### src/rtl/mac_seq_pkg.sv
// Shared defaults and FSM state encoding for the MAC sequencer.
package mac_seq_pkg;

    localparam int MAC_A_W   = 17;
    localparam int MAC_W_W   = 8;
    localparam int MAC_ACC_W = 32;
    localparam int MAC_LEN_W = 9;

    typedef enum logic [1:0] {
        ST_IDLE  = 2'd0,
        ST_LOAD  = 2'd1,
        ST_ACCUM = 2'd2,
        ST_OUT   = 2'd3
    } mac_state_t;

endpackage

### src/rtl/mac_core.sv
// Registered signed multiply-accumulate: load seeds the accumulator, ce adds a*b.
module mac_core
    import mac_seq_pkg::*;
#(
    parameter int A_W   = MAC_A_W,
    parameter int W_W   = MAC_W_W,
    parameter int ACC_W = MAC_ACC_W
) (
    input  logic                    clk,
    input  logic                    rst_n,
    input  logic                    load,
    input  logic                    ce,
    input  logic signed [A_W-1:0]   a,
    input  logic signed [W_W-1:0]   b,
    input  logic signed [ACC_W-1:0] seed,
    output logic signed [ACC_W-1:0] acc
);

    logic signed [A_W+W_W-1:0] w_prod;
    logic signed [ACC_W-1:0]   w_prod_ext;
    logic signed [ACC_W-1:0]   r_acc;

    assign w_prod     = a * b;
    // Sign-extending cast; the sum below wraps modulo 2^ACC_W.
    assign w_prod_ext = ACC_W'(w_prod);

    always_ff @(posedge clk or negedge rst_n) begin
        if (!rst_n) begin
            r_acc <= '0;
        end else if (load) begin
            r_acc <= seed;
        end else if (ce) begin
            r_acc <= r_acc + w_prod_ext;
        end
    end

    assign acc = r_acc;

endmodule

### src/rtl/mac_seq_ctrl.sv
// Dot-product job sequencer: paired activation/weight streams into mac_core.
//   state    | meaning
//   ST_IDLE  | waiting for start
//   ST_LOAD  | seed acc with bias, load remaining count
//   ST_ACCUM | consume operand pairs until count reaches zero
//   ST_OUT   | present result until res_ready
module mac_seq_ctrl
    import mac_seq_pkg::*;
#(
    parameter int A_W   = MAC_A_W,
    parameter int W_W   = MAC_W_W,
    parameter int ACC_W = MAC_ACC_W,
    parameter int LEN_W = MAC_LEN_W
) (
    input  logic             clk,
    input  logic             rst_n,
    input  logic             start,
    input  logic             abort,
    input  logic [LEN_W-1:0] cfg_len,
    input  logic [ACC_W-1:0] bias,
    output logic             busy,
    input  logic             act_valid,
    input  logic [A_W-1:0]   act_data,
    output logic             act_ready,
    input  logic             wt_valid,
    input  logic [W_W-1:0]   wt_data,
    output logic             wt_ready,
    output logic             res_valid,
    output logic [ACC_W-1:0] res_data,
    input  logic             res_ready
);

    mac_state_t        r_state;
    logic [LEN_W-1:0]  r_len;
    logic [LEN_W-1:0]  r_cnt;
    logic [ACC_W-1:0]  r_bias;
    logic              w_accum;
    logic              w_fire;
    logic              w_load;
    logic [ACC_W-1:0]  w_seed;
    logic [ACC_W-1:0]  w_acc;

    assign w_accum   = (r_state == ST_ACCUM);
    assign act_ready = w_accum & wt_valid;
    assign wt_ready  = w_accum & act_valid;
    assign w_fire    = w_accum & act_valid & wt_valid & ~abort;
    assign busy      = (r_state != ST_IDLE);
    assign res_valid = (r_state == ST_OUT);
    assign res_data  = res_valid ? w_acc : '0;

    // Abort reuses the load path with a zero seed to discard the accumulator.
    assign w_load = (r_state == ST_LOAD) | abort;
    assign w_seed = abort ? '0 : r_bias;

    always_ff @(posedge clk or negedge rst_n) begin
        if (!rst_n) begin
            r_state <= ST_IDLE;
            r_len   <= '0;
            r_cnt   <= '0;
            r_bias  <= '0;
        end else if (abort) begin
            r_state <= ST_IDLE;
            r_cnt   <= '0;
        end else begin
            case (r_state)
                ST_IDLE: begin
                    if (start) begin
                        r_len   <= cfg_len;
                        r_bias  <= bias;
                        r_state <= ST_LOAD;
                    end
                end
                ST_LOAD: begin
                    r_cnt   <= r_len;
                    r_state <= (r_len != '0) ? ST_ACCUM : ST_OUT;
                end
                ST_ACCUM: begin
                    if (w_fire) begin
                        r_cnt <= r_cnt - 1'b1;
                        if (r_cnt == LEN_W'(1)) begin
                            r_state <= ST_OUT;
                        end
                    end
                end
                ST_OUT: begin
                    if (res_ready) begin
                        r_state <= ST_IDLE;
                    end
                end
                default: r_state <= ST_IDLE;
            endcase
        end
    end

    mac_core #(
        .A_W   (A_W),
        .W_W   (W_W),
        .ACC_W (ACC_W)
    ) u_core (
        .clk   (clk),
        .rst_n (rst_n),
        .load  (w_load),
        .ce    (w_fire),
        .a     (act_data),
        .b     (wt_data),
        .seed  (w_seed),
        .acc   (w_acc)
    );

endmodule

### config.mk
export PLATFORM = sky130hd
export DESIGN_NAME = mac_seq_ctrl
export DESIGN_NICKNAME = d
export VERILOG_FILES = /design/src/rtl/mac_seq_pkg.sv /design/src/rtl/mac_core.sv /design/src/rtl/mac_seq_ctrl.sv
export SDC_FILE = /design/constraint.sdc
export NUM_CORES = 1
export LEC_CHECK = 0
export CORE_MARGIN = 2
export CORE_UTILIZATION = 35
export DETAILED_ROUTE_END_ITERATION = 6
export DONT_BUFFER_PORTS = 1
export PLACE_DENSITY_LB_ADDON = 0.15
export SLEW_MARGIN = 20
export SYNTH_ARGS = -nofsm -noshare
export SYNTH_HDL_FRONTEND = slang
export SYNTH_SLANG_ARGS = --single-unit
### constraint.sdc
create_clock -name clk -period 6.82 [get_ports clk]
set_clock_uncertainty 0.2 [all_clocks]
set_input_delay 0.682 -clock clk [delete_from_list [all_inputs] [get_ports clk]]
set_output_delay 0.682 -clock clk [all_outputs]
set_load 0.01 [all_outputs]
Figure 1. Zoomed window.
Window x 107 to 157, y 107 to 157 um. Cells in grey, sequential cells in the stronger grey; small squares are vias.
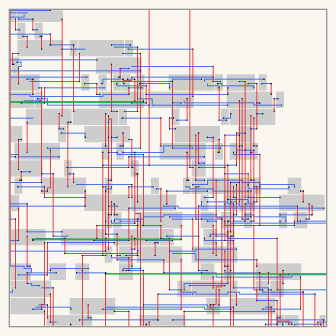
metal 3: drawn in green. metal 2: drawn in red. metal 1: drawn in blue.
98 logic cells have their middle in the window. Most frequent: fa_1 (37), inv_1 (24), and2_1 (21). Sequential cells in the window: 0.

==> flow_metrics.tcl <==
# yosys + openroad results
set metrics [dict create \
    outcome "finished, final reports clean" \
    yosysTopAreaCell "fa_1" \
    post_cts_buffers 0 \
    rsz0062_at_grt "no" \
    num-nonclk-inverters 143 \
    r2r_slack_ns 0.87 \
    num-nonclk-buffers 9 \
    async_reset_ff_share_pct 100 \
    core-area_sq_mm 0.0295 \
    gr-total-overflow 0 \
    nFlopsAndLatches 84 \
    final-clk-cell-share_pct 2.76 \
    period_used_pct 88.0 \
    grt_pass1_vias 7582 \
    yosysWarnings 0 \
    ys_area_sq_mm 0.0104 \
    postSynthSeqShare_pct 20.2 \
    critical_path_class "in -> reg" \
    netlist_area_sq_mm 0.0104 \
    r2r_cells 19 \
    drv_cap 0 \
    required_ns 6.87 \
    fin_area_sq_mm 0.0112 \
    endpoint "u_core.acc[30]$_DFFE_PN0P_" \
    insertion_delay_ns 0.35 \
    route.vias.total 7122 \
    n_fill_cell 3003 \
    cts_tree "built" \
    ant_nets 0 \
    sh_seq_area_pct 18.8 \
    top_cells_by_area "fa_1 31%, dfrtp_1 20%, ha_1 9.3%, and2_1 5.9%, inv_1 5.1%" \
    fin_setup_tns_ns 0 \
    drc_errors 0 \
    crit_arrival_ns 6.05 \
    cp.depth 17 \
    io_buffer_count 0 \
    routabilityCongestion 0.793 \
    worst_pin_slew_ns 0.758 \
    postSynthCellCount 1069 \
    drive_gt1_share_pct 6.91 \
    common_cells "163 x fa_1, 141 x inv_1, 98 x and2_1, 89 x nand2_1, 89 x nor2_1" \
    path_clk_slew_ns 0.07 \
    wire_per_inst_um 17.8 \
    cp_common_cell "fa_1" \
    log.warning_count 33 \
    rows 63 \
    synthDistinctLibCells 56 \
    utilization_pct 37.8 \
    flop_area_sq_mm 0.00210 \
    die-area_sq_mm 0.0311 \
    htreeDepth 3 \
    largestClassByArea "combinational gates" \
    crit_start "wt_data[7]" \
    drt-pass1-iter-count 5 \
    cts_buffer_depth 2 \
    synth.avg_cell_area_sq_um 9.73 \
    nWellTaps 390 \
    area_growth_pct 7.25 \
    clock-sinks 84 \
    worst-path-max-fanout 7 \
    io_pins 109 \
    grt_first_pass_wirelength_um 42900 \
    ys_ff 84 \
    cpPeakStageDelay_ns 0.60 \
    syn_nets 1382 \
    ff_type "dfrtp_1" \
    grt_start_max_net_pins 85 \
    cts_buffers 9 \
    diodes 5 \
]
Figure 2. Met3 routing.
Scale: 3 px per um. Cells faint in the background.
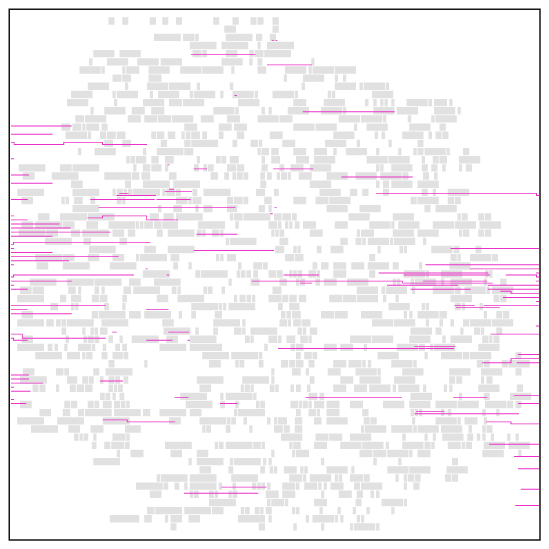
90 nets have wire on it. The layer holds 6.4% of the routed length. The wires run mostly horizontal.

[per-stage QoR]
stage | instances | hold WS, ns | setup WS [ns]
final | 1451 | 0.00454 | 0.818
after global routing | 1447 | 0.0508 | 0.622
after CTS | 1446 | 0.0626 | 0.881
after detailed placement | 1429 | 0.192 | 0.540
after global placement | 1429 | 0.192 | 0.619
after floorplan | 1069 | 0.186 | 0.603
[placed cells by master (no fill, tap or decap), drive strengths merged, types with 4 or more instances in the layout]
cell and n:
xnor2 18, mux2i 4, diode 5, buf 9
fa 163, nand2 89, nand3b 4, nor3 12
clkbuf 9, and3 5, o21ai 32, nor2 89
ha 77, o21a 7, a211oi 8, mux2 42
a221oi 9, a21o 15, a31oi 10, xor2 8
dfrtp 84, a21oi 58, and2 98, nor2b 5
nor3b 5, inv 144
[sequential cells by signal (all words and copies together) (netlist names)]
signal      count
r_len           9
r_cnt           9
r_bias         32
u_core.acc     32
r_state         2
[cell families after synthesis]
| family | Yosys count | synth area share, % |
|---|---|---|
| AND-OR/OR-AND | 168 | 10.3 |
| XOR/XNOR | 26 | 2.19 |
| adder cells (fa/ha/maj) | 240 | 40.6 |
| buffers and inverters | 181 | 6.54 |
| flip-flops | 84 | 20.2 |
| multiplexers | 46 | 4.93 |
| AND/OR/NAND/NOR | 324 | 15.2 |
[routing by layer]
layer | GRT usage [%] | vias to the layer above | routed length [um]
met5 | 0 | - | 27
met4 | 3.34 | 4 | 360
met3 | 4.26 | 23 | 1660
met2 | 25.8 | 156 | 11100
met1 | 26.5 | 3499 | 12700
li1 | - | 3440 | -
